**Run 1: routed metal per tile**

Bar = 20 um. 14 x 14 tiles, from dark blue (low) to red (high), scaled to the fullest tile. Values are wire area over tile area, all layers added.
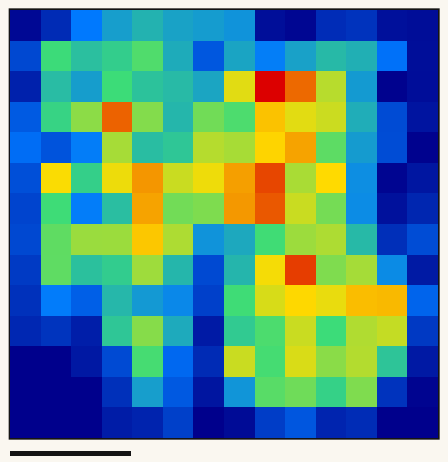
**Run 1: track usage over the die**

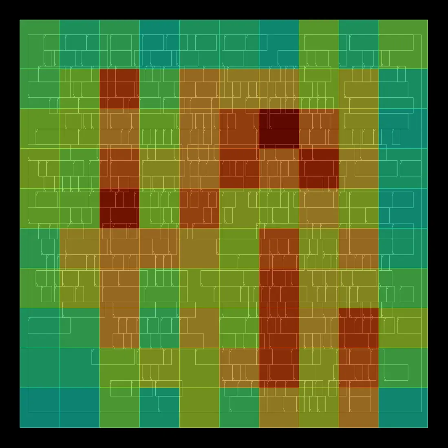
**Run 1: drive-strength map**

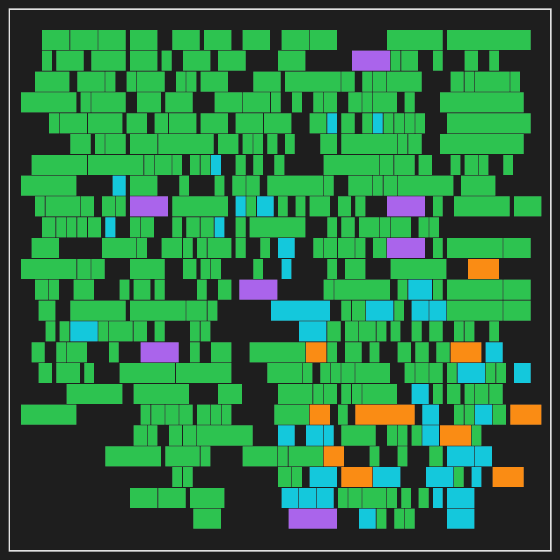
===== src/rtl/croc_sched_if.sv =====
// Control and status bundle between the croc scheduler and the game logic around it.
// The master side drives the game events; the slave side (the scheduler) drives lane enables and status.
interface croc_sched_if;
  logic        frame_tick;
  logic        start;
  logic        pause;
  logic        hit;
  logic        level_up;
  logic [3:0]  lane_step;
  logic [15:0] lane_speed;
  logic [2:0]  level;
  logic [2:0]  lives;
  logic [2:0]  state;
  logic        game_over;

  modport master (
    output frame_tick, start, pause, hit, level_up,
    input  lane_step, lane_speed, level, lives, state, game_over
  );

  modport slave (
    input  frame_tick, start, pause, hit, level_up,
    output lane_step, lane_speed, level, lives, state, game_over
  );
endinterface


===== src/rtl/croc_sched.sv =====
// Game-state sequencer for the croc lanes: lives/level/freeze control, per-lane frame dividers,
// and a round-robin arbiter that issues at most one lane step pulse per cycle.
module croc_sched #(
  parameter int unsigned LIVES_INIT   = 3,
  parameter int unsigned FREEZE_TICKS = 8
) (
  input logic         clk,
  input logic         rst,
  croc_sched_if.slave bus
);

  typedef enum logic [2:0] {
    IDLE   = 3'd0,
    RUN    = 3'd1,
    PAUSED = 3'd2,
    FREEZE = 3'd3,
    OVER   = 3'd4
  } state_e;

  state_e      state_q;
  logic [2:0]  lives_q;
  logic [2:0]  level_q;
  logic [7:0]  frz_q;
  logic [1:0]  div_q [4];
  logic [3:0]  pend_q;
  logic [1:0]  rr_q;
  logic [3:0]  step_q;

  logic        tick_run;
  logic        stay_run;
  logic [3:0]  set_d;
  logic [3:0]  grant_d;
  logic [1:0]  grant_idx_d;
  logic [1:0]  idx_d;
  logic [15:0] speed_d;

  assign tick_run = (state_q == RUN) && bus.frame_tick;
  // Grants only when the block stays in RUN, so no step pulse can leak into another state.
  assign stay_run = (state_q == RUN) && !bus.hit && !bus.pause;

  for (genvar gi = 0; gi < 4; gi++) begin : g_lane
    assign set_d[gi]           = tick_run && (div_q[gi] == 2'd0);
    assign speed_d[4*gi +: 4]  = 4'(gi + 1) + {1'b0, level_q};
  end

  always_comb begin
    grant_d     = '0;
    grant_idx_d = rr_q;
    idx_d       = '0;
    for (int k = 1; k <= 4; k++) begin
      idx_d = rr_q + 2'(k);
      if (grant_d == 4'd0 && pend_q[idx_d]) begin
        grant_d[idx_d] = 1'b1;
        grant_idx_d    = idx_d;
      end
    end
    if (!stay_run) begin
      grant_d     = '0;
      grant_idx_d = rr_q;
    end
  end

  always_ff @(posedge clk) begin
    if (rst) begin
      state_q <= IDLE;
      lives_q <= LIVES_INIT[2:0];
      level_q <= '0;
      frz_q   <= '0;
      pend_q  <= '0;
      rr_q    <= 2'd3;
      step_q  <= '0;
      for (int i = 0; i < 4; i++) div_q[i] <= '0;
    end else begin
      step_q <= grant_d;
      if (stay_run) begin
        // A lane granted and re-requested in the same cycle keeps its pend bit.
        pend_q <= (pend_q & ~grant_d) | set_d;
        if (grant_d != 4'd0) rr_q <= grant_idx_d;
      end
      if (tick_run) begin
        for (int i = 0; i < 4; i++)
          div_q[i] <= (div_q[i] == 2'd0) ? 2'(i) : div_q[i] - 2'd1;
      end
      case (state_q)
        IDLE, OVER: begin
          if (bus.start) begin
            state_q <= RUN;
            lives_q <= LIVES_INIT[2:0];
            level_q <= '0;
            pend_q  <= '0;
            for (int i = 0; i < 4; i++) div_q[i] <= '0;
          end
        end
        RUN: begin
          if (bus.hit) begin
            pend_q <= '0;
            if (lives_q > 3'd1) begin
              lives_q <= lives_q - 3'd1;
              frz_q   <= FREEZE_TICKS[7:0];
              state_q <= FREEZE;
            end else begin
              lives_q <= '0;
              state_q <= OVER;
            end
          end else if (bus.pause) begin
            pend_q  <= pend_q | set_d;
            state_q <= PAUSED;
          end else if (bus.level_up && level_q != 3'd7) begin
            level_q <= level_q + 3'd1;
          end
        end
        PAUSED: begin
          if (bus.start) state_q <= RUN;
        end
        FREEZE: begin
          if (bus.frame_tick) begin
            frz_q <= frz_q - 8'd1;
            if (frz_q == 8'd1) state_q <= RUN;
          end
        end
        default: state_q <= IDLE;
      endcase
    end
  end

  assign bus.lane_step  = step_q;
  assign bus.lane_speed = speed_d;
  assign bus.level      = level_q;
  assign bus.lives      = lives_q;
  assign bus.state      = state_q;
  assign bus.game_over  = (state_q == OVER);

endmodule

===== src/flat_wrapper.sv =====
// flat-port wrapper written by rule: the top's interface ports become plain ports
module croc_sched_flat 
#(
  parameter int unsigned LIVES_INIT   = 3,
  parameter int unsigned FREEZE_TICKS = 8
)
  (clk, rst, bus_frame_tick, bus_start, bus_pause, bus_hit, bus_level_up, bus_lane_step, bus_lane_speed, bus_level, bus_lives, bus_state, bus_game_over);
  croc_sched_if bus_i ();
  input logic clk;
  input logic rst;
  input wire logic [$bits(bus_i.frame_tick)-1:0] bus_frame_tick;
  input wire logic [$bits(bus_i.start)-1:0] bus_start;
  input wire logic [$bits(bus_i.pause)-1:0] bus_pause;
  input wire logic [$bits(bus_i.hit)-1:0] bus_hit;
  input wire logic [$bits(bus_i.level_up)-1:0] bus_level_up;
  output wire logic [$bits(bus_i.lane_step)-1:0] bus_lane_step;
  output wire logic [$bits(bus_i.lane_speed)-1:0] bus_lane_speed;
  output wire logic [$bits(bus_i.level)-1:0] bus_level;
  output wire logic [$bits(bus_i.lives)-1:0] bus_lives;
  output wire logic [$bits(bus_i.state)-1:0] bus_state;
  output wire logic [$bits(bus_i.game_over)-1:0] bus_game_over;
  assign bus_i.frame_tick = bus_frame_tick;
  assign bus_i.start = bus_start;
  assign bus_i.pause = bus_pause;
  assign bus_i.hit = bus_hit;
  assign bus_i.level_up = bus_level_up;
  assign bus_lane_step = bus_i.lane_step;
  assign bus_lane_speed = bus_i.lane_speed;
  assign bus_level = bus_i.level;
  assign bus_lives = bus_i.lives;
  assign bus_state = bus_i.state;
  assign bus_game_over = bus_i.game_over;
  croc_sched #(.LIVES_INIT(LIVES_INIT), .FREEZE_TICKS(FREEZE_TICKS)) u_core (.clk(clk), .rst(rst), .bus(bus_i));
endmodule

===== config.mk =====
export PLATFORM = sky130hd
export DESIGN_NAME = croc_sched_flat
export DESIGN_NICKNAME = d
export VERILOG_FILES = /design/src/rtl/croc_sched_if.sv /design/src/rtl/croc_sched.sv /design/src/flat_wrapper.sv
export SDC_FILE = /design/constraint.sdc
export NUM_CORES = 1
export LEC_CHECK = 0
export ABC_AREA = 1
export CORE_UTILIZATION = 52
export DETAILED_ROUTE_END_ITERATION = 16
export PLACE_DENSITY = 0.77
export SYNTH_ARGS = -nofsm -noshare
export SYNTH_HDL_FRONTEND = slang
export SYNTH_SLANG_ARGS = --single-unit

===== constraint.sdc =====
create_clock -name clk -period 3 [get_ports clk]
set_input_delay 0.45 -clock clk [delete_from_list [all_inputs] [get_ports clk]]
set_output_delay 0.45 -clock clk [all_outputs]
set_load 0.01 [all_outputs]

==> GITHUB_STEP_SUMMARY, run 1 <==
## Synthesis and layout report

| Metric | Value |
|---|---|
| Status | finished clean |
| FF/Latch Area | 742 sq um |
| Seq. pwr | roughly 0.55 mW |
| Setup TNS | 0 ns |
| Repair and plain buffers | 39 |
| Hold Crit Class | reg2reg |
| Total nets after synthesis | 364 |
| Final hold vios | 0 |
| XOR/XNOR Area Share | 1.43% |
| Max Freq | about 380 MHz |
| Buf+Inv Stages, Crit Path | 2 |
| Non-clk invs | 61 |
| Cell type with the largest total area | dfxtp_1 |
| Post-synth top cells | nand2_1 (50), inv_1 (48), nor2_1 (38) |
| GP Congestion | between 0.8 and 0.9 |
| Clock share of power | between 30 and 40% |
| MaxCap Viol Count | 0 |
| PD cells | just under 400 mW/mm^2 |
| Critical Path RT | 3.15 ns |
| Hold Crit Endpoint | u_core.frz_q[7] |
| Psw | 0.361 mW |
| Worst Path Arrival | 2.77 ns |
| Top Registers | u_core.div_q x8, u_core.frz_q x8 |
| Area grow syn2layout | 20.1% |
| Critical path type | reg2reg |
| FP Util | around 55% |
| Clk sinks | 35 |
| Ys flop type | dfxtp_1 |
| Clock buffers | 7 |
| Die footprint | between 0.004 and 0.005 sq mm |
| Seq pwr share | approximately 47% |
| # IOs | 37 |
| Max Slew Vio Count | 0 |
| Inst Count DP | about 420 |
| Non-Clock Buffer Area Fraction | a little over an eighth |
| Fillcell total | between 400 and 500 |
| YS chip area | around 0.0024 sq mm |
| R2R Path Start | u_core.rr_q[0] |
| Comb. pwr | between 0.2 and 0.3 mW |
| Crit path largest cell delay | roughly 0.43 ns |
| Die width | between 70 and 80 um |
| Met3 Wirelength | about 150 um |
| Antenna diodes | 0 |
| CTS buffer count | 5 |
| Critical path launch point type | register |
| Total power | about 1.2 mW |
| Internal power | 0.800 mW |
| Pwr top | sequential cells |
| Peak VDD IR | between 0.3 and 0.4 mV |
| Mean post-synth cell area | between 7 and 8 sq um |
| Minimum clock period | approximately 2.6 ns |
| Fraction of area in registers | roughly a quarter |
| Commonest Layout Cell | nand2_1 |
| Initial antenna violation count | 0 |
| Synth Area in Adders | between 10 and 15% |
| Crit Path Max Fanout | 10 |
| WL met1 | between 2000 and 2500 um |
| Fin crit share | between 80% and 90% |
| Routed WL | around 5400 um |
| Seq share, synth | a little under a third |
About 'routed metal per tile':
nearly empty tiles = 8.7%
emptiest ninth of the die = lower left
densest ninth of the die = centre
mean over tiles = 0.17
tiles over half the peak = 36%
total number of vias: 2199
WL per Instance: 12.6 um
gr usage total: 23.0%

About 'track usage over the die':
met2 usage: 40.8%
met1 Use GR: 27.4%
gr busiest metal: met2
GR Layer Usage met3: 4.84%
fin util: 66.0%

About 'drive-strength map':
purple -> _6 and larger  # cells 7, most used clkbuf_8
orange -> _3 and _4 cells  # cells 10, most used nor2_4
cyan -> _2 cells  # cells 40, most used nand2_2
green -> _0 and _1 cells  # cells 319, most used nand2_1
final setup margin: 0.381 ns
post-route design area: 0.00294 sq mm

## Run 2: what changed since run 1
CTS_BUF_LIST = sky130_fd_sc_hd__clkbuf_2   (was unset)
**Run 2: cells coloured by class**

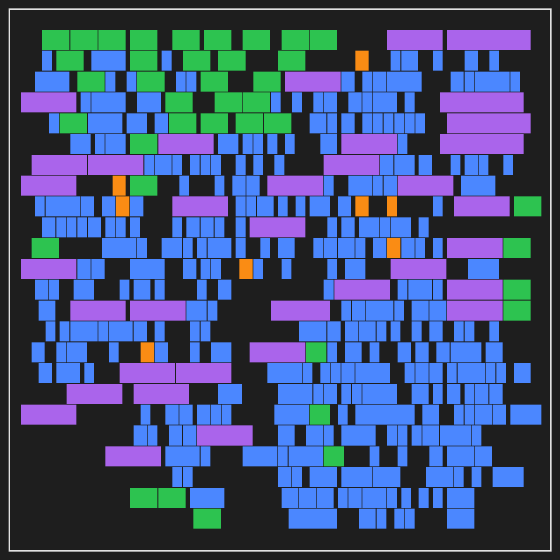
blue -> combinational and other logic  # cells 294
green -> other buffers and delay cells  # cells 39
orange -> clock drivers and dummy loads  # cells 8
purple -> flops  # cells 35
Site Rows: 24
core area: 0.00444 sq mm
fraction of area in registers: 25.7%
fin util: 64.9%
post-route design area: 0.00288 sq mm

==> run 2 against run 1 <==
Cell count is the same; clock power decreased by 38%; highest routed layer unchanged; clock skew increased by 0.022 ns; area after synthesis stayed put.
==> GITHUB_STEP_SUMMARY, run 2 <==
## Synthesis and layout report

| Metric | Value |
|---|---|
| Max Freq | 381 MHz (was 382 MHz) |
| CTS buffer count | 5 (unchanged) |
| Max Slew Vio Count | 0 (unchanged) |
| Final hold vios | 0 (unchanged) |
| WL per Instance | 12.6 um (about the same) |
| YS chip area | 0.00244 sq mm (unchanged) |
| Worst Path Arrival | 2.91 ns (was 2.77 ns) |
| Seq share, synth | 30.3% (unchanged) |
| Non-Clock Buffer Area Fraction | 13.3% (was 13.0%) |
| Critical path type | reg2reg (unchanged) |
| FF/Latch Area | 742 sq um (unchanged) |
| Total power | 1.03 mW (was 1.16 mW) |
| Hold Crit Endpoint | u_core.frz_q[7] (unchanged) |
| Psw | 0.357 mW (was 0.361 mW) |
| Non-clk invs | 61 (unchanged) |
| Repair and plain buffers | 39 (unchanged) |
| Critical path launch point type | register (unchanged) |
| Pwr top | sequential cells (unchanged) |
| Synth Area in Adders | 10.2% (unchanged) |
| Routed WL | 5390 um (was 5400 um) |
| WL met1 | 2380 um (was 2390 um) |
| Mean post-synth cell area | 7.25 sq um (unchanged) |
| Fillcell total | 409 (was 410) |
| Setup TNS | 0 ns (unchanged) |
| Hold Crit Class | reg2reg (unchanged) |
| Commonest Layout Cell | nand2_1 (unchanged) |
| Die footprint | 0.00498 sq mm (unchanged) |
| Met3 Wirelength | 198 um (was 150 um) |
| PD cells | 357 mW/mm^2 (was 396 mW/mm^2) |
| Initial antenna violation count | 0 (unchanged) |
| Clock share of power | 21.1% (was 30.1%) |
| FP Util | 55.0% (unchanged) |
| MaxCap Viol Count | 0 (unchanged) |
| Seq pwr share | 53.1% (was 47.1%) |
| Crit path largest cell delay | 0.46 ns (was 0.43 ns) |
| Internal power | 0.673 mW (was 0.800 mW) |
| Total nets after synthesis | 364 (unchanged) |
| Area grow syn2layout | 18.0% (was 20.1%) |
| Crit Path Max Fanout | 10 (unchanged) |
| Status | finished clean (unchanged) |
| R2R Path Start | u_core.rr_q[0] (unchanged) |
| Critical Path RT | 3.28 ns (was 3.15 ns) |
## Run 3: what changed since run 2
CTS_CLUSTER_DIAMETER = 50   (was unset)
**Run 3: routed metal per tile**

Bar = 20 um. 14 x 14 tiles, from dark blue (low) to red (high), scaled to the fullest tile. Values are wire area over tile area, all layers added.
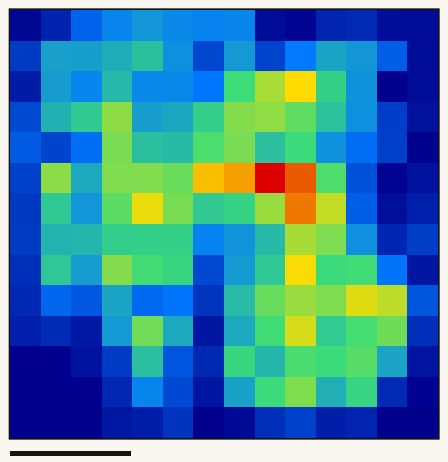
emptiest ninth of the die = lower left
tiles over half the peak = 22%
nearly empty tiles = 9.2%
Routed WL: 5390 um
total number of vias: 2202
WL per Instance: 12.6 um

==> run 3 against run 2 <==
Via count stayed put; sequential share of layout area stayed put; maximum frequency stayed put; combinational power hardly changed; first-iteration DRC count stayed put; critical endpoint unchanged.
==> GITHUB_STEP_SUMMARY, run 3 <==
## Synthesis and layout report

| Metric | Value |
|---|---|
| Status | finished clean (unchanged) |
| Post-synth top cells | nand2_1 (50), inv_1 (48), nor2_1 (38) (unchanged) |
| Max Freq | 381 MHz (unchanged) |
| MaxCap Viol Count | 0 (unchanged) |
| Clk sinks | 35 (unchanged) |
| Post-route design area | 0.00288 sq mm (unchanged) |
| Met2 usage | 39.6% (unchanged) |
| Non-Clock Buffer Area Fraction | 13.3% (unchanged) |
| Final setup margin | 0.374 ns (unchanged) |
| R2R Path Start | u_core.rr_q[0] (unchanged) |
| Critical path launch point type | register (unchanged) |
| # IOs | 37 (unchanged) |
| Psw | 0.357 mW (unchanged) |
| GP Congestion | 0.856 (unchanged) |
| Cell type with the largest total area | dfxtp_1 (unchanged) |
| Synth Area in Adders | 10.2% (unchanged) |
| Ys flop type | dfxtp_1 (unchanged) |
| Fraction of area in registers | 25.7% (unchanged) |
| Die width | 70.6 um (unchanged) |
| Setup TNS | 0 ns (unchanged) |
| Pwr top | sequential cells (unchanged) |
| Commonest Layout Cell | nand2_1 (unchanged) |
| Seq share, synth | 30.3% (unchanged) |
| CTS buffer count | 5 (unchanged) |
| Internal power | 0.673 mW (unchanged) |
| Total power | 1.03 mW (unchanged) |
| Clock buffers | 6 (unchanged) |
| Non-clk invs | 61 (unchanged) |
| Mean post-synth cell area | 7.25 sq um (unchanged) |
| Buf+Inv Stages, Crit Path | 2 (unchanged) |
| Clock share of power | 21.1% (about the same) |
| Critical Path RT | 3.28 ns (about the same) |
| Inst Count DP | 420 (unchanged) |
| Gr usage total | 22.3% (unchanged) |
| Hold Crit Endpoint | u_core.frz_q[7] (unchanged) |
| XOR/XNOR Area Share | 1.43% (unchanged) |
| Minimum clock period | 2.63 ns (unchanged) |
| Hold Crit Class | reg2reg (unchanged) |
| FF/Latch Area | 742 sq um (unchanged) |
| Fillcell total | 409 (unchanged) |
| Max Slew Vio Count | 0 (unchanged) |
| Total nets after synthesis | 364 (unchanged) |
| Seq pwr share | 53.1% (about the same) |
| Repair and plain buffers | 39 (unchanged) |
| Initial antenna violation count | 0 (unchanged) |
| FP Util | 55.0% (unchanged) |
| Comb. pwr | 0.265 mW (about the same) |
| Fin crit share | 87.5% (unchanged) |
| GR Layer Usage met3 | 3.99% (unchanged) |
Power and IR drop assume default switching activity.
